<file path="src/rtl/qrs_beat_detector.sv">
// rtl/qrs_beat_detector.sv - adaptive-threshold QRS detector with R-R to BPM divider
//
// Ports:
//   clk        system clock
//   rst        asynchronous active-low reset
//   en         sample strobe; din is consumed when high
//   din        signed integrator output sample (NBIT)
//   beat       one-cycle pulse per confirmed QRS
//   bpm        last computed heart rate (0 after a timeout)
//   bpm_valid  one-cycle pulse when bpm updates
//   busy       sequential divider running
module qrs_beat_detector #(
    parameter int NBIT    = 16,
    parameter int FS      = 200,
    parameter int TH_INIT = 1024,
    parameter int REFRACT = 40,
    parameter int CNT_W   = 12
) (
    input  logic                   clk,
    input  logic                   rst,
    input  logic                   en,
    input  logic signed [NBIT-1:0] din,
    output logic                   beat,
    output logic [7:0]             bpm,
    output logic                   bpm_valid,
    output logic                   busy
);

    localparam int DW = 17;
    localparam int RW = $clog2(REFRACT + 1);
    localparam logic [15:0]      DIVIDEND = 16'(60 * FS);
    localparam logic [CNT_W-1:0] CNT_MAX  = {CNT_W{1'b1}};

    typedef enum logic [1:0] {SEARCH, PEAK, REFR} state_t;

    state_t                 state_q, state_d;
    logic signed [NBIT-1:0] peak_q, peak_d;
    logic [RW-1:0]          ref_q, ref_d;
    logic signed [NBIT:0]   spk;
    logic [NBIT-1:0]        th;
    logic [CNT_W-1:0]       cnt;
    logic                   have_prev;
    logic                   confirm;

    logic signed [NBIT:0]   din_x, th_x, peak_x, spk_next;
    logic                   din_gt_th, din_lt_th;
    logic [CNT_W:0]         rr;
    logic                   timeout, start;

    logic [DW-1:0]          rem, dsr, rem_sh, diff;
    logic [15:0]            quo;
    logic [4:0]             div_cnt;

    // th is always half the running peak estimate, zero-extended for the signed compare
    assign th        = spk[NBIT:1];
    assign din_x     = {din[NBIT-1], din};
    assign th_x      = {1'b0, th};
    assign peak_x    = {peak_q[NBIT-1], peak_q};
    assign din_gt_th = din_x > th_x;
    assign din_lt_th = din_x < th_x;
    assign spk_next  = spk - (spk >>> 3) + (peak_x >>> 3);

    assign rr      = {1'b0, cnt} + {{CNT_W{1'b0}}, 1'b1};
    // A confirmation on the saturating sample suppresses the timeout
    assign timeout = en && !confirm && (cnt == CNT_MAX - 1'b1);
    assign start   = confirm && have_prev;

    assign rem_sh  = {rem[DW-2:0], quo[15]};
    assign diff    = rem_sh - dsr;

    always_comb begin
        state_d = state_q;
        peak_d  = peak_q;
        ref_d   = ref_q;
        confirm = 1'b0;
        if (en) begin
            case (state_q)
                SEARCH: begin
                    if (din_gt_th) begin
                        peak_d  = din;
                        state_d = PEAK;
                    end
                end
                PEAK: begin
                    if (din >= peak_q) peak_d = din;
                    if (din_lt_th) begin
                        confirm = 1'b1;
                        ref_d   = RW'(REFRACT);
                        state_d = REFR;
                    end
                end
                REFR: begin
                    ref_d = ref_q - 1'b1;
                    if (ref_q == RW'(1)) state_d = SEARCH;
                end
                default: state_d = SEARCH;
            endcase
        end
    end

    always_ff @(posedge clk or negedge rst) begin
        if (!rst) begin
            state_q <= SEARCH;
            peak_q  <= '0;
            ref_q   <= '0;
            spk     <= (NBIT+1)'(2 * TH_INIT);
            cnt     <= '0;
            have_prev <= 1'b0;
            beat    <= 1'b0;
        end else begin
            state_q <= state_d;
            peak_q  <= peak_d;
            ref_q   <= ref_d;
            beat    <= confirm;
            if (confirm) spk <= spk_next;
            if (en) begin
                if (confirm)             cnt <= '0;
                else if (cnt != CNT_MAX) cnt <= cnt + 1'b1;
            end
            if (confirm)      have_prev <= 1'b1;
            else if (timeout) have_prev <= 1'b0;
        end
    end

    // Restoring divider: 16 quotient bits on the clocks after start, result
    // registered on the 17th clock. A new start simply reloads it.
    always_ff @(posedge clk or negedge rst) begin
        if (!rst) begin
            rem       <= '0;
            dsr       <= '0;
            quo       <= '0;
            div_cnt   <= '0;
            busy      <= 1'b0;
            bpm       <= '0;
            bpm_valid <= 1'b0;
        end else begin
            bpm_valid <= 1'b0;
            if (start) begin
                rem     <= '0;
                quo     <= DIVIDEND;
                dsr     <= DW'(rr);
                div_cnt <= 5'd16;
                busy    <= 1'b1;
            end else if (busy) begin
                if (div_cnt != 5'd0) begin
                    if (rem_sh >= dsr) begin
                        rem <= diff;
                        quo <= {quo[14:0], 1'b1};
                    end else begin
                        rem <= rem_sh;
                        quo <= {quo[14:0], 1'b0};
                    end
                    div_cnt <= div_cnt - 1'b1;
                end else begin
                    bpm       <= (|quo[15:8]) ? 8'hFF : quo[7:0];
                    bpm_valid <= 1'b1;
                    busy      <= 1'b0;
                end
            end
            if (timeout) begin
                bpm       <= '0;
                bpm_valid <= 1'b1;
            end
        end
    end

endmodule

</file>
<file path="config.mk">
export PLATFORM = sky130hd
export DESIGN_NAME = qrs_beat_detector
export DESIGN_NICKNAME = d
export VERILOG_FILES = /design/src/rtl/qrs_beat_detector.sv
export SDC_FILE = /design/constraint.sdc
export NUM_CORES = 1
export LEC_CHECK = 0
export CAP_MARGIN = 25
export CORE_UTILIZATION = 50
export DETAILED_ROUTE_END_ITERATION = 8
export HOLD_SLACK_MARGIN = 0.12
export PLACE_DENSITY = 0.7
export SLEW_MARGIN = 40
export SYNTH_ARGS = -nofsm -noshare
export SYNTH_HDL_FRONTEND = slang
export SYNTH_SLANG_ARGS = --single-unit
</file>
<file path="constraint.sdc">
create_clock -name clk -period 2.8 [get_ports clk]
set_clock_uncertainty 0.1 [all_clocks]
set_input_delay 0.56 -clock clk [delete_from_list [all_inputs] [get_ports clk]]
set_output_delay 0.56 -clock clk [all_outputs]
set_load 0.01 [all_outputs]
</file>
==> impl_metrics.py, run 1 <==
# Synthesis and PnR figures
metrics = {
    "outcome": {
        "status": "complete, but fails checks",
        "failed_checks": "negative setup slack",
    },
    "logic_synthesis": {
        "yosys_area_um2": 7730,
        "area_leaders": "dfrtp_1 (37%), ha_1 (11%), inv_1 (4.6%)",
        "top_area_share_pct": 36.9,
        "async_reset_ff_share_pct": 100,
        "yosys_register_bits": 115,
        "yosysUniqueCellTypes": 69,
        "postSynthSeqShare_pct": 37.2,
        "top_area_cell": "dfrtp_1",
        "edf_count": 0,
        "yosys_warnings": 0,
        "synth.net_count": 943,
        "netlist_instances": 837,
        "syn_area_per_cell_um2": 9.24,
        "synth_area_um2": 7730,
        "synth_top_flop_cell": "dfrtp_1",
    },
    "cells_and_area": {
        "final_cells": 1167,
        "fill_cells": 1057,
        "antenna_cells": 0,
        "drive_gt1_share_pct": 28.3,
        "top_register": "spk",
        "nets": 1072,
        "largest_reg_flops": 17,
    },
    "global_routing": {
        "grt_pass1_wl_um": 29300,
        "grt_pass1_vias": 5964,
        "antenna_found_initial": 0,
        "grt_overflow": 0,
        "grt_max_degree": 38,
    },
    "final_timing": {
        "period_needed_ns": 2.94,
        "relSlewSlack_pct": 52.6,
        "worst_pin_slew_ns": 0.700,
        "min_period_over_period_pct": 105,
        "finalMaxSlewViolations": 0,
        "grt_setup_unrepaired": "true",
        "finalSetupViolations": 32,
        "timing.final.ws_setup_ns": -0.142,
    },
    "detailed_routing": {
        "antenna_left": 0,
        "drtIter0Drc": 338,
        "via_per_inst": 5.45,
        "num_vias": 6363,
        "m1WireLength_um": 8700,
        "dr_wl_met2_um": 9850,
        "drcViolationCount": 0,
        "totalWireLength_um": 19400,
        "highest_layer": "met4",
        "firstDrtPassIters": 5,
    },
    "critical_path": {
        "cp_num_cells": 12,
        "criticalPathCategory": "reg -> reg",
        "path_buffers": 2,
        "crit_path_start_kind": "flip-flop",
        "cpPeakStageDelay_ns": 0.40,
        "r2r_cells": 12,
        "endpoint_kind": "flip-flop",
        "critPathMaxFanout": 2,
        "critPathArrivalTime_ns": 3.14,
        "cp_slowest_cell": "dfrtp_1",
        "crit_chain": "buf_4 > fa_1 > inv_1 > ha_4 > o211ai_1 > a21oi_4 > nor2_4 > o21ai_4 > a2111oi_4 > mux2i_1 > a21oi_1 > xnor2_1",
    },
    "run": {
        "warning_count": 33,
    },
    "place": {
        "place_hpwl_um": 12400,
        "io_buffers": 29,
        "place_inst": 1103,
        "gp_congestion": 0.850,
        "post-place-ws_ns": -0.507,
    },
    "clock_tree": {
        "cts.root.buffer_cell": "clkbuf_16",
        "clk_pin_slew_ns": 0.06,
        "cts_tree": "done",
        "cts.sinks": 115,
        "h-tree-depth": 4,
        "clockBufferDepth": 2,
        "clk_latency_ns": 0.42,
        "cts-buffers-inserted": 17,
    },
    "worst_hold_path": {
        "hold_depth": 2,
        "hold_path.class": "in -> reg",
    },
    "floorplan": {
        "pin_count": 30,
        "dieHeight_um": 126,
        "die_w_um": 126,
        "fp.coreArea_um2": 15100,
        "rows": 45,
    },
}
## run 1: cell type report
class                      instances  area, um^2  share of cell area (%)
clock inverter                    12         153                    1.47
inverter                          95         362                    3.47
multi-input combinational        599        5020                    48.2
clock buffer                      20         457                    4.39
tap                              188         235                    2.26
sequential                       115        2880                    27.6
timing repair buffer             138        1310                    12.6
## run 1: what timing repair did
action	in CTS	in global routing
setup endpoints to repair	32	76
resized	37	142
setup buffers	7	20
hold buffers	1	0
pin swaps	24	52
gates cloned	1	3
hold endpoints to repair	25	0
## run 1: per-layer routing
metal	global-route usage, %	vias up
li1	-	3123
met1	31.4	3101
met2	37.5	112
met3	4.85	27
met4	7.02	0
met5	0	-
## run 1: cell families (layout without fill, tap and decap cells)
logic type,Yosys count,in the layout,synth area share [%]
flip-flops,115,115,37.2
buffers and inverters,123,265,6.36
adder cells (fa/ha/maj),87,87,15.7
AND/OR/NAND/NOR,252,252,15.1
multiplexers,31,31,4.29
AND-OR/OR-AND,175,175,15.1
XOR/XNOR,54,54,6.12
## run 1: cell usage in the layout, fill, tap and decap left out, drive strengths merged, types with 4 or more instances in the layout
| cell type | count |
|---|---|
| buf | 108 |
| dlymetal6s2s | 9 |
| nand4 | 13 |
| o211ai | 4 |
| clkbuf | 21 |
| nand2b | 7 |
| dlygate4sd2 | 6 |
| o31ai | 4 |
| xor2 | 27 |
| inv | 98 |
| fa | 17 |
| nor2b | 7 |
| clkdlybuf4s50 | 12 |
| a21oi | 61 |
| nor2 | 78 |
| clkinv | 5 |
| a21o | 21 |
| o21ai | 40 |
| mux2 | 17 |
| ha | 70 |
| and3 | 8 |
| dfrtp | 114 |
| xnor2 | 27 |
| a31oi | 7 |
| a211oi | 17 |
| nor4 | 6 |
| nand2 | 86 |
| nor3 | 11 |
| nand3 | 21 |
| mux2i | 14 |
## run 1: Yosys cell counts, types with 11 or more instances
cell type  number
a211oi_1       11
a21o_1         21
a21oi_1        59
clkbuf_1       15
dfrtp_1       114
fa_1           17
ha_1           70
inv_1          94
mux2i_1        14
nand2_1        86
nand3_1        19
nand4_1        12
nor2_1         78
o21ai_0        36
xnor2_1        27
xor2_1         27
## run 1: path summary, 6_finish.rpt
check / end / slack, ns / startpoint
setup / recovery: spk[16] / -0.14 / spk[5]
hold / removal: peak_q[0] / 0.35 / din[0]
setup reg to reg: spk[16] / -0.14 / spk[5]
hold reg to reg: peak_q[13] / 0.39 / peak_q[13]
max in group asynchronous: dsr[11] / 1.41 / rst
min in group asynchronous: bpm[7] / 0.50 / rst
## run 1: per-stage QoR
stage / area, um^2 / setup TNS (ns) / hold WS, ns
finish: 10400 / -1.15 / 0.349
global route: 10400 / -5.06 / 0.356
CTS: 9650 / -0.00204 / 0.394
detailed placement: 8810 / -39.58 / 0.382
global placement: 8760 / -36.47 / 0.363
floorplan: 7750 / 0 / 0.164
### Routed metal, one color a layer, run 1

Two of the layers only.
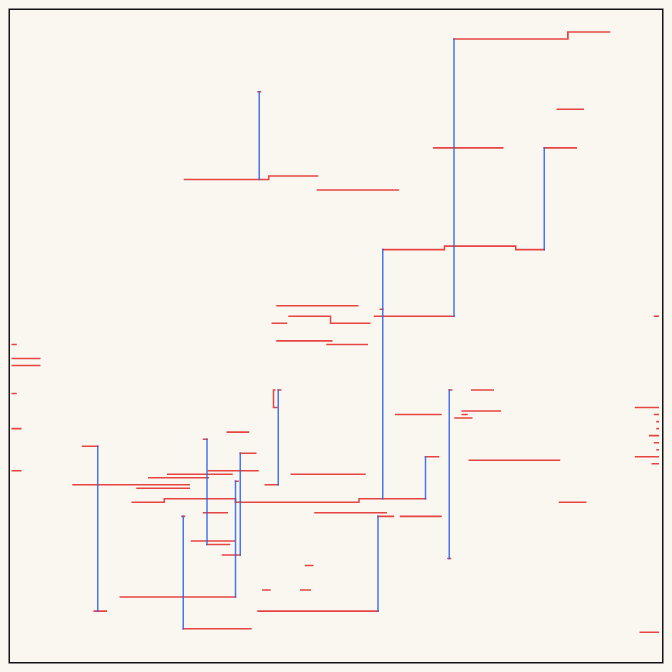
[red] met3 | wire length: 552 um
[blue] met4 | wire length: 333 um
Wirelength per Cell: 16.7 um
Total GRT Usage: 23.2%

### Pin map, run 1

Pins as bars across the die edge, other pins in gray.
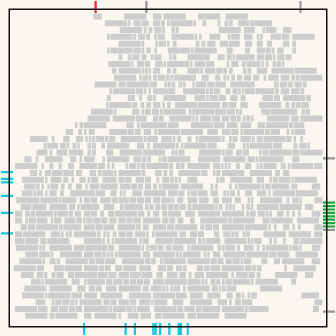
[green] bpm | pins: 8 | direction: output | edge: right
[cyan] din | pins: 16 | direction: input | edge: 10 bottom, 6 left
[red] beat | pins: 1 | direction: output | edge: top

### Register map, names as in the netlist, run 1

Other sequential cells in the stronger gray, the rest of the logic in the fainter gray.
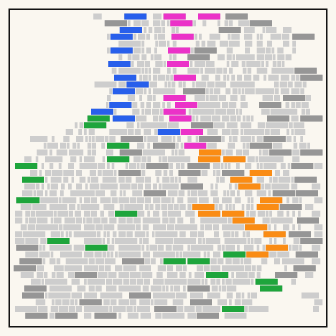
[blue] cnt | sequential cells: 12
[magenta] dsr | sequential cells: 13 | where: top middle
[green] spk | sequential cells: 17
[orange] quo | sequential cells: 16
not colored: 57
flop share of the area: 27.6%
Util after Layout: 68.7%
Reg area: 2880 um^2

==> run 2, diff against run 1 <==
--- a/config.mk
+++ b/config.mk
@@ -8,6 +8,7 @@
 export CAP_MARGIN = 25
 export CORE_UTILIZATION = 50
 export DETAILED_ROUTE_END_ITERATION = 8
+export GPL_TIMING_DRIVEN = 0
 export HOLD_SLACK_MARGIN = 0.12
 export PLACE_DENSITY = 0.7
 export SLEW_MARGIN = 40
### Met3 routing, run 2

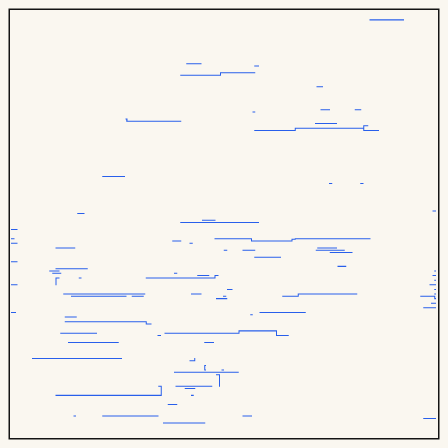
wire length on this layer: 620 um
nets with wire on the layer: 62
longest straight run: 31.0 um
drt total wl: 18800 um
met3 usage in global routing: 4.89%
Vias: 6259

### Register map, names as in the netlist, run 2

Other sequential cells in the stronger gray, the rest of the logic in the fainter gray.
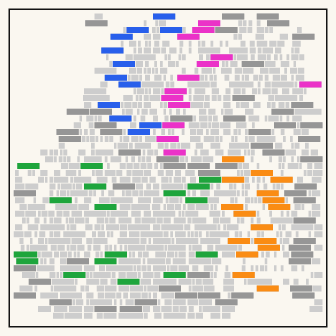
[blue] cnt | sequential cells: 12
[orange] quo | sequential cells: 16
[magenta] dsr | sequential cells: 13 | where: top middle
[green] spk | sequential cells: 17

==> run 2 against run 1 <==
Against the previous run:
- the run still ends with negative setup slack left
- critical endpoint unchanged
- global-route usage rose by 0.88 points
- first-iteration DRC count up 4.1%
- sequential share of layout area up 1.5 points
- die size stayed put
- flip-flop count unchanged
- synthesized area unchanged
- worst setup slack better by 0.015 ns
- utilization fell by 3.5 points
- cell area is 5.1% lower
==> impl_metrics.py, run 2 <==
# Synthesis and PnR figures
metrics = {
    "critical_path": {
        "critPathMaxFanout": 5,
        "cp.required_ns": 3.00,
        "critPathArrivalTime_ns": 3.13,
        "criticalPathCategory": "reg -> reg",
        "crit_path_start_kind": "flip-flop",
        "endpoint_kind": "flip-flop",
    },
    "floorplan": {
        "chipArea_um2": 16000,
        "fp.coreArea_um2": 15100,
        "die_w_um": 126,
        "pin_count": 30,
        "initCoreUtil_pct": 51.0,
        "rows": 45,
        "dieHeight_um": 126,
    },
    "cells_and_area": {
        "synthToLayoutAreaGrowth_pct": 27.8,
        "final_cell_mix": "dfrtp_1 (114), nand2_1 (84), nor2_1 (75)",
        "drive_gt1_share_pct": 23.1,
        "top_register": "spk",
        "nets": 1035,
        "antenna_cells": 0,
        "largest_reg_flops": 17,
        "layout.cells.most_common": "dfrtp_1",
        "final_cells": 1130,
        "fill_cells": 1172,
    },
    "logic_synthesis": {
        "yosys_warnings": 0,
        "topCombFamilyByArea": "adder cells",
        "top_area_share_pct": 36.9,
        "mux_area_share_pct": 4.29,
        "edf_count": 0,
        "synth_top_flop_cell": "dfrtp_1",
        "top_area_cell": "dfrtp_1",
        "synth.most_common_cell": "dfrtp_1",
        "yosys_register_bits": 115,
        "synth.net_count": 943,
        "synth.top_cells.by_count": "dfrtp_1 (114), inv_1 (94), nand2_1 (86)",
        "yosys.area_share.adder_pct": 15.7,
        "netlist_instances": 837,
        "yosys_area_um2": 7730,
        "syn_area_per_cell_um2": 9.24,
        "yosysUniqueCellTypes": 69,
        "ys_cells": 837,
        "synth_area_um2": 7730,
        "postSynthSeqShare_pct": 37.2,
        "xor_share_pct": 6.12,
        "compound_area_share_pct": 15.1,
        "async_reset_ff_share_pct": 100,
        "area_leaders": "dfrtp_1 (37%), ha_1 (11%), inv_1 (4.6%)",
        "simple_gate_share_pct": 15.1,
    },
    "final_timing": {
        "hold_viol_final": 0,
        "timing.final.ws_setup_ns": -0.127,
        "finalSetupViolations": 17,
        "relSlewSlack_pct": 57.7,
        "finalMaxSlewViolations": 0,
        "grt_setup_unrepaired": "true",
        "fmax_mhz": 342,
        "min_period_over_period_pct": 105,
        "period_needed_ns": 2.93,
        "worst_pin_slew_ns": 0.635,
        "finalSetupTns_ns": -1.29,
    },
    "place": {
        "post-place-ws_ns": -0.989,
        "gp_congestion": 0.872,
        "place_hpwl_um": 12400,
        "place_inst": 1054,
        "io_buffers": 28,
    },
    "outcome": {
        "failed_checks": "negative setup slack",
        "status": "complete, but fails checks",
    },
    "detailed_routing": {
        "drcViolationCount": 0,
        "drtIter0Drc": 352,
        "via_per_inst": 5.54,
        "antenna_left": 0,
        "firstDrtPassIters": 5,
    },
    "worst_hold_path": {
        "hold_path.class": "in -> reg",
    },
    "clock_tree": {
        "cts-buffers-inserted": 17,
        "cts_tree": "done",
        "clk_pin_slew_ns": 0.06,
        "cts.root.buffer_cell": "clkbuf_16",
        "clockBufferDepth": 2,
        "h-tree-depth": 4,
        "clk_latency_ns": 0.42,
        "cts.sinks": 115,
    },
    "global_routing": {
        "grt_max_degree": 61,
        "grt_pass1_vias": 6047,
        "grt_pass1_wl_um": 30100,
        "grt_overflow": 0,
        "antenna_found_initial": 0,
    },
    "run": {
        "warning_count": 33,
        "cap_violations": 0,
    },
}
### Routed metal, one color a layer, run 2

Two of the layers only.
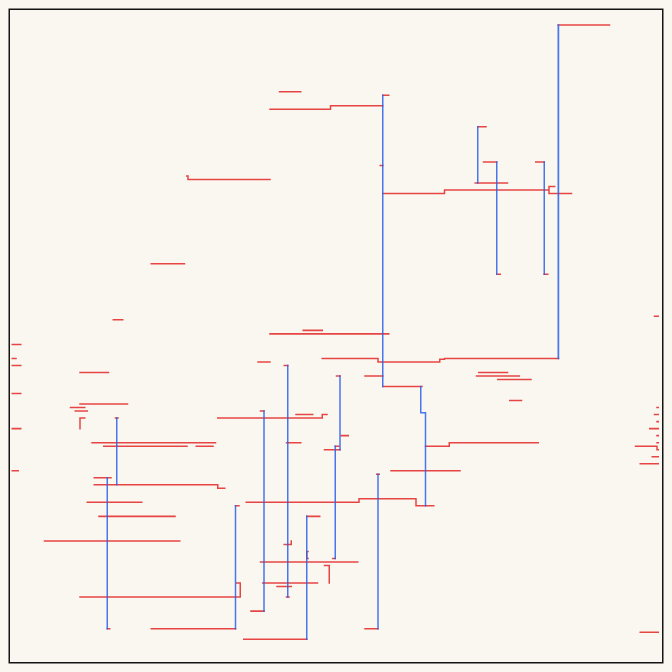
[blue] met4 | wire length: 439 um
[red] met3 | wire length: 620 um
Total GRT Usage: 24.1%
Wirelength per Cell: 16.7 um

-- run 2: cell counts after synthesis --
No cell type changed its count.
-- run 2: through the flow --
stage,hold slack [ns],utilization (%),cell area [um^2]
after detailed placement,0.375,54.8,8300
after CTS,0.390,62.5,9470
after global placement,0.370,54.6,8260
after floorplan,0.164,-,7750
after global routing,0.379,65.2,9880
final,0.367,65.2,9880
-- run 2: metal layers --
| layer | global-route usage, % | routed length, um |
|---|---|---|
| met1 | 31.4 | 8630 |
| met2 | 39.6 | 9150 |
| met3 | 4.89 | 619 |
| met4 | 9.07 | 438 |
| met5 | 0 | 0 |
-- run 2: path summary, 6_finish.rpt --
check	startpoint	endpoint	slack, ns	cells past startpoint
worst max-delay path	spk[4]	spk[16]	-0.13	12
worst min-delay path	din[0]	peak_q[0]	0.37	2
worst max register to register	spk[4]	spk[16]	-0.13	12
worst min register to register	dsr[11]	dsr[11]	0.39	2
max in group asynchronous	rst	cnt[9]	1.39	3
min in group asynchronous	rst	bpm[2]	0.56	2
-- run 2: cells by family after synthesis --
kind of cell,count (synthesis)
buffers and inverters,123
xor gates and xnor gates,54
adders and majority gates,87
DFF,115
muxes,31
and+or+nand+nor,252
AOI/OAI and AO/OA,175
-- run 2: timing repair --
item,4_1_cts,5_1_grt
gates cloned,1,1
pin swaps,32,24
setup buffers,27,17
hold endpoints to repair,54,0
gates resized,89,92
setup endpoints to repair,103,79
hold buffers,1,0
-- run 2: critical path, cell delays in order, from the launching register on --
cell	delay (ns)
dfrtp_1	0.43
inv_2	0.08
fa_1	0.52
inv_1	0.07
ha_4	0.27
o211ai_1	0.14
a21oi_2	0.09
nor2_4	0.16
o21ai_4	0.08
a2111oi_4	0.37
mux2i_1	0.28
a21oi_2	0.09
xnor2_1	0.12
-- run 2: final cells by class --
type,count,area [um^2],area share [%]
buffer,26,185,1.87
clock buffer,20,457,4.62
clock inverter,12,155,1.57
inverter,95,359,3.63
multi-input combinational,599,4880,49.4
sequential,115,2880,29.1
tap,188,235,2.38
timing repair buffer,75,733,7.42
